Fig. 1: clock nets
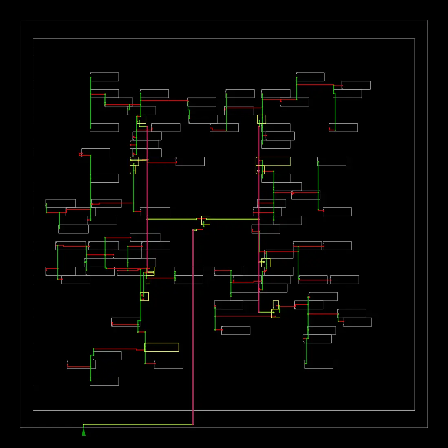
Fig. 2: I/O pins on the die edge
Scale: 2 px per um. Pins as bars across the die edge, other pins in gray.
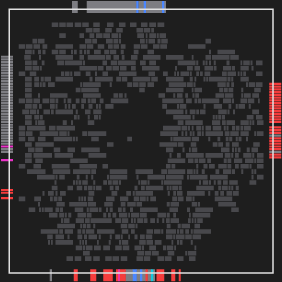
**src/rtl/vga_layer_compositor_pkg.sv**
```systemverilog
`default_nettype none
// ----------------------------------------------------------------------------
// vga_layer_compositor_pkg: shared constants and types.  Revision 1.0
// ----------------------------------------------------------------------------
package vga_layer_compositor_pkg;

  // Terminal counts for a 100 MHz clock
  localparam int unsigned BLINK_3HZ = 16666666;
  localparam int unsigned BLINK_2HZ = 24999999;

  // Syncs are negative polarity, so the inactive level is high
  localparam logic SYNC_INACTIVE = 1'b1;

  typedef enum logic [1:0] {
    SRC_BLANK = 2'd0,
    SRC_BG    = 2'd1,
    SRC_LAYER = 2'd2
  } pix_src_e;

endpackage
`default_nettype wire

```
**src/rtl/vga_layer_compositor_blink_divider.sv**
```systemverilog
`default_nettype none
// ----------------------------------------------------------------------------
// blink_divider: free-running counter that toggles its output on terminal count. Revision 1.0
// ----------------------------------------------------------------------------
module blink_divider #(
  parameter int CNT_W = 25
) (
  input  logic             clock,
  input  logic             reset,
  input  logic             clr,
  input  logic [CNT_W-1:0] max,
  output logic             blink
);

  logic [CNT_W-1:0] count;

  // >= so that a terminal count lowered mid-period wraps on the next clock
  always_ff @(posedge clock or posedge reset) begin
    if (reset) begin
      count <= '0;
      blink <= 1'b0;
    end else if (clr) begin
      count <= '0;
      blink <= 1'b0;
    end else if (count >= max) begin
      count <= '0;
      blink <= ~blink;
    end else begin
      count <= count + 1'b1;
    end
  end

endmodule
`default_nettype wire

```
**src/rtl/vga_layer_compositor.sv**
```systemverilog
`default_nettype none
// ----------------------------------------------------------------------------
// vga_layer_compositor: fixed-priority layer merge with blink gating and sync delay. Revision 1.0
// ----------------------------------------------------------------------------
module vga_layer_compositor
  import vga_layer_compositor_pkg::*;
#(
  parameter int NUM_LAYERS  = 6,
  parameter int IDX_W       = 3,
  parameter int RGB_W       = 8,
  parameter int BLINK_SEL_W = 1,
  parameter int CNT_W       = 25
) (
  input  logic                              clock,
  input  logic                              reset,
  input  logic                              pixel_tick,
  input  logic                              video_on,
  input  logic                              hsync_in,
  input  logic                              vsync_in,
  input  logic [NUM_LAYERS-1:0]             layer_on,
  input  logic [NUM_LAYERS-1:0]             layer_cond,
  input  logic [NUM_LAYERS-1:0]             layer_blink_en,
  input  logic [NUM_LAYERS*BLINK_SEL_W-1:0] layer_blink_sel,
  input  logic [NUM_LAYERS*RGB_W-1:0]       layer_rgb,
  input  logic [RGB_W-1:0]                  bg_rgb,
  input  logic [(2**BLINK_SEL_W)*CNT_W-1:0] blink_max,
  input  logic                              blink_clr,
  output logic [(2**BLINK_SEL_W)-1:0]       blink_out,
  output logic [RGB_W-1:0]                  rgb,
  output logic                              hsync,
  output logic                              vsync,
  output logic [IDX_W-1:0]                  layer_idx
);

  localparam int BLINK_CH = 2**BLINK_SEL_W;
  localparam logic [IDX_W-1:0] IDX_NONE = '1;

  genvar c;
  generate
    for (c = 0; c < BLINK_CH; c++) begin : g_blink
      blink_divider #(.CNT_W(CNT_W)) u_div (
        .clock (clock),
        .reset (reset),
        .clr   (blink_clr),
        .max   (blink_max[c*CNT_W +: CNT_W]),
        .blink (blink_out[c])
      );
    end
  endgenerate

  logic [NUM_LAYERS-1:0]  eligible;
  logic [BLINK_SEL_W-1:0] sel;

  always_comb begin
    eligible = '0;
    sel      = '0;
    for (int i = 0; i < NUM_LAYERS; i++) begin
      sel         = layer_blink_sel[i*BLINK_SEL_W +: BLINK_SEL_W];
      eligible[i] = layer_on[i] & layer_cond[i] & (~layer_blink_en[i] | blink_out[sel]);
    end
  end

  logic [IDX_W-1:0] win_idx;
  logic             win_hit;
  logic [RGB_W-1:0] win_rgb;

  // Scan from the bottom up so the lowest eligible index is the last write
  always_comb begin
    win_idx = IDX_NONE;
    win_hit = 1'b0;
    win_rgb = '0;
    for (int i = NUM_LAYERS - 1; i >= 0; i--) begin
      if (eligible[i]) begin
        win_idx = IDX_W'(i);
        win_hit = 1'b1;
        win_rgb = layer_rgb[i*RGB_W +: RGB_W];
      end
    end
  end

  pix_src_e         s1_src;
  logic [IDX_W-1:0] s1_idx;
  logic [RGB_W-1:0] s1_rgb;
  logic             s1_hsync;
  logic             s1_vsync;

  always_ff @(posedge clock or posedge reset) begin
    if (reset) begin
      s1_src   <= SRC_BLANK;
      s1_idx   <= IDX_NONE;
      s1_rgb   <= '0;
      s1_hsync <= SYNC_INACTIVE;
      s1_vsync <= SYNC_INACTIVE;
    end else if (pixel_tick) begin
      if (!video_on) begin
        s1_src <= SRC_BLANK;
        s1_idx <= IDX_NONE;
      end else if (win_hit) begin
        s1_src <= SRC_LAYER;
        s1_idx <= win_idx;
      end else begin
        s1_src <= SRC_BG;
        s1_idx <= IDX_NONE;
      end
      s1_rgb   <= win_rgb;
      s1_hsync <= hsync_in;
      s1_vsync <= vsync_in;
    end
  end

  // Background is taken here so a colour change shows one tick sooner
  always_ff @(posedge clock or posedge reset) begin
    if (reset) begin
      rgb       <= '0;
      layer_idx <= IDX_NONE;
      hsync     <= SYNC_INACTIVE;
      vsync     <= SYNC_INACTIVE;
    end else if (pixel_tick) begin
      case (s1_src)
        SRC_LAYER: rgb <= s1_rgb;
        SRC_BG:    rgb <= bg_rgb;
        default:   rgb <= '0;
      endcase
      layer_idx <= s1_idx;
      hsync     <= s1_hsync;
      vsync     <= s1_vsync;
    end
  end

endmodule
`default_nettype wire

```
**config.mk**
```make
export PLATFORM = sky130hd
export DESIGN_NAME = vga_layer_compositor
export DESIGN_NICKNAME = d
export VERILOG_FILES = /design/src/rtl/vga_layer_compositor_pkg.sv /design/src/rtl/vga_layer_compositor_blink_divider.sv /design/src/rtl/vga_layer_compositor.sv
export SDC_FILE = /design/constraint.sdc
export NUM_CORES = 1
export LEC_CHECK = 0
export CAP_MARGIN = 10
export CORE_MARGIN = 4
export CORE_UTILIZATION = 35
export CTS_BUF_LIST = sky130_fd_sc_hd__clkbuf_4
export DETAILED_ROUTE_END_ITERATION = 7
export PLACE_DENSITY = 0.65
export SKIP_CTS_REPAIR_TIMING = 1
export SYNTH_ARGS = -nofsm -noshare
export SYNTH_HDL_FRONTEND = slang
export SYNTH_SLANG_ARGS = --single-unit
```
**constraint.sdc**
```tcl
create_clock -name clock -period 4.7 [get_ports clock]
set_input_delay 0.47 -clock clock [delete_from_list [all_inputs] [get_ports clock]]
set_output_delay 0.47 -clock clock [all_outputs]
set_load 0.02 [all_outputs]
```
==> impl_metrics.toml <==
# synthesis and place-and-route metrics
[detailed_routing]
top_layer_used = "met4"
route.detailed.drc = 0
routedWlPerCell_um = 15.48
drt_first_pass_iters = 4
wl_met1_mm = 6.221
drt-vias-per-instance = 5.119
drt-total-wl_mm = 14.32
ant_nets = 0
met3_length_um = 503
met2_length_mm = 7.223
drt_iter0_drc = 245

[pwr]
powerComb_uw = 360
swShare_pct = 26.87
top_power_group = "sequential cells"
clock_power_uw = 434
combPwrFrac_pct = 23.1
pwr-share-clk_pct = 27.9
powerDensity_nw_per_um2 = 218.3

[yosys]
synth_area_sq_um = 5308
ys_cells = 594
syn_inst = 594
edf_count = 0
numSynthFlops = 80
xor_area_share_pct = 7.591
yosysMostFrequentCell = "nor2_1"
synth.net_count = 785
common_cells = "nor2_1, dfrtp_1, inv_1"
ys_async_sr_fraction_pct = 100.0
yosys.area.top_type = "dfrtp_1"
synthMuxAreaShare_pct = 2.829
ys_seq_share_pct = 37.95
area_leaders = "dfrtp_1, ha_1, nor2_1, dfstp_2, inv_1"
yosysTopAreaCellShare_pct = 33.00
synth.cellmix.simpleShare_pct = 18.22

[clock_tree]
clockRootBuffer = "clkbuf_4"
cts.path.max_buffers = 2
cts.htree.levels = 3
clk_latency_ns = 0.41

[worst_setup_path]
r2r_start = "g_blink[1].u_div.blink$_DFFE_PP0P_"
crit_slowest_cell = "a21oi_1"
cp-startpoint = "g_blink[1].u_div.blink$_DFFE_PP0P_"
cp_common_cell = "a21oi_1"
path_max_fanout = 13
crit_type = "reg2reg"
ff2ff_path_depth = 6
end_kind = "flip-flop"
worst_r2r_endpoint = "s1_rgb[1]$_DFFE_PP0P_"
endpoint = "s1_rgb[1]$_DFFE_PP0P_"
r2r_slack_ns = 2.00
cpLargestDelayFamily = "AND-OR/OR-AND gates"

[hold_path]
hp-class = "in2async"

[layout]
n_all_buffers = 155
largest_register = "g_blink.u_div.count"
fin_area_sq_um = 7129
fillers = 1395
logic_area_sq_um = 2969
seq_share_pct = 28.26
comb_share_pct = 41.65
syn2layout_area_growth_pct = 34.32
final_cell_mix = "clkdlybuf4s50_1, nor2_1, dfrtp_1"
reg_top3 = "g_blink.u_div.count (50), rgb (8), s1_rgb (8)"
nets = 928
flop_area_sq_um = 2014
clock_area_share_pct = 1.983
antenna_cells = 1
largest_class = "combinational gates"

[timing]
fin_crit_sh_pct = 57.42
setup-tns-final_ns = 0
skew_ns = 0.01194
setup_ws_ns = 2.001
rsz0062_at_grt = "no"
fmax_ghz = 0.3705

[global_routing]
grt_pass1_wl_mm = 24.34
grt_overflow = 0
antenna_found_initial = 1
met2_usage_pct = 29.35
gr-usage-met3_pct = 2.523
busiest_layer = "met2"
grt_pass1_vias = 5004
grt_usage_pct = 16.84
grt_max_degree = 44

[die]
rows = 44
nWellTaps = 184
die_width_um = 131.1
core-area_sq_um = 14700
die_area_sq_um = 17200

[placed_design]
placed_area_sq_um = 6985
dp_hpwl_mm = 11.62

[run_status]
status = "finished, final reports clean"

[run]
warnings = 27
-- Fig. 1 (at the start) --
CTS Sinks: 80
TritonCTS buffer count: 9
CLK BUF: 9

-- Fig. 2 (at the start) --
layer_idx: in magenta, pins 3, direction output, edge 2 west, 1 south. layer_blink_en: in blue, pins 6, direction input, edge 3 north, 3 south. blink_clr: in cyan, pins 1, direction input, edge south. blink_max: in red, pins 50, direction input, edge 25 east, 22 south, 3 west.

Power figures rest on the tool's default switching activity, not on a simulated workload.
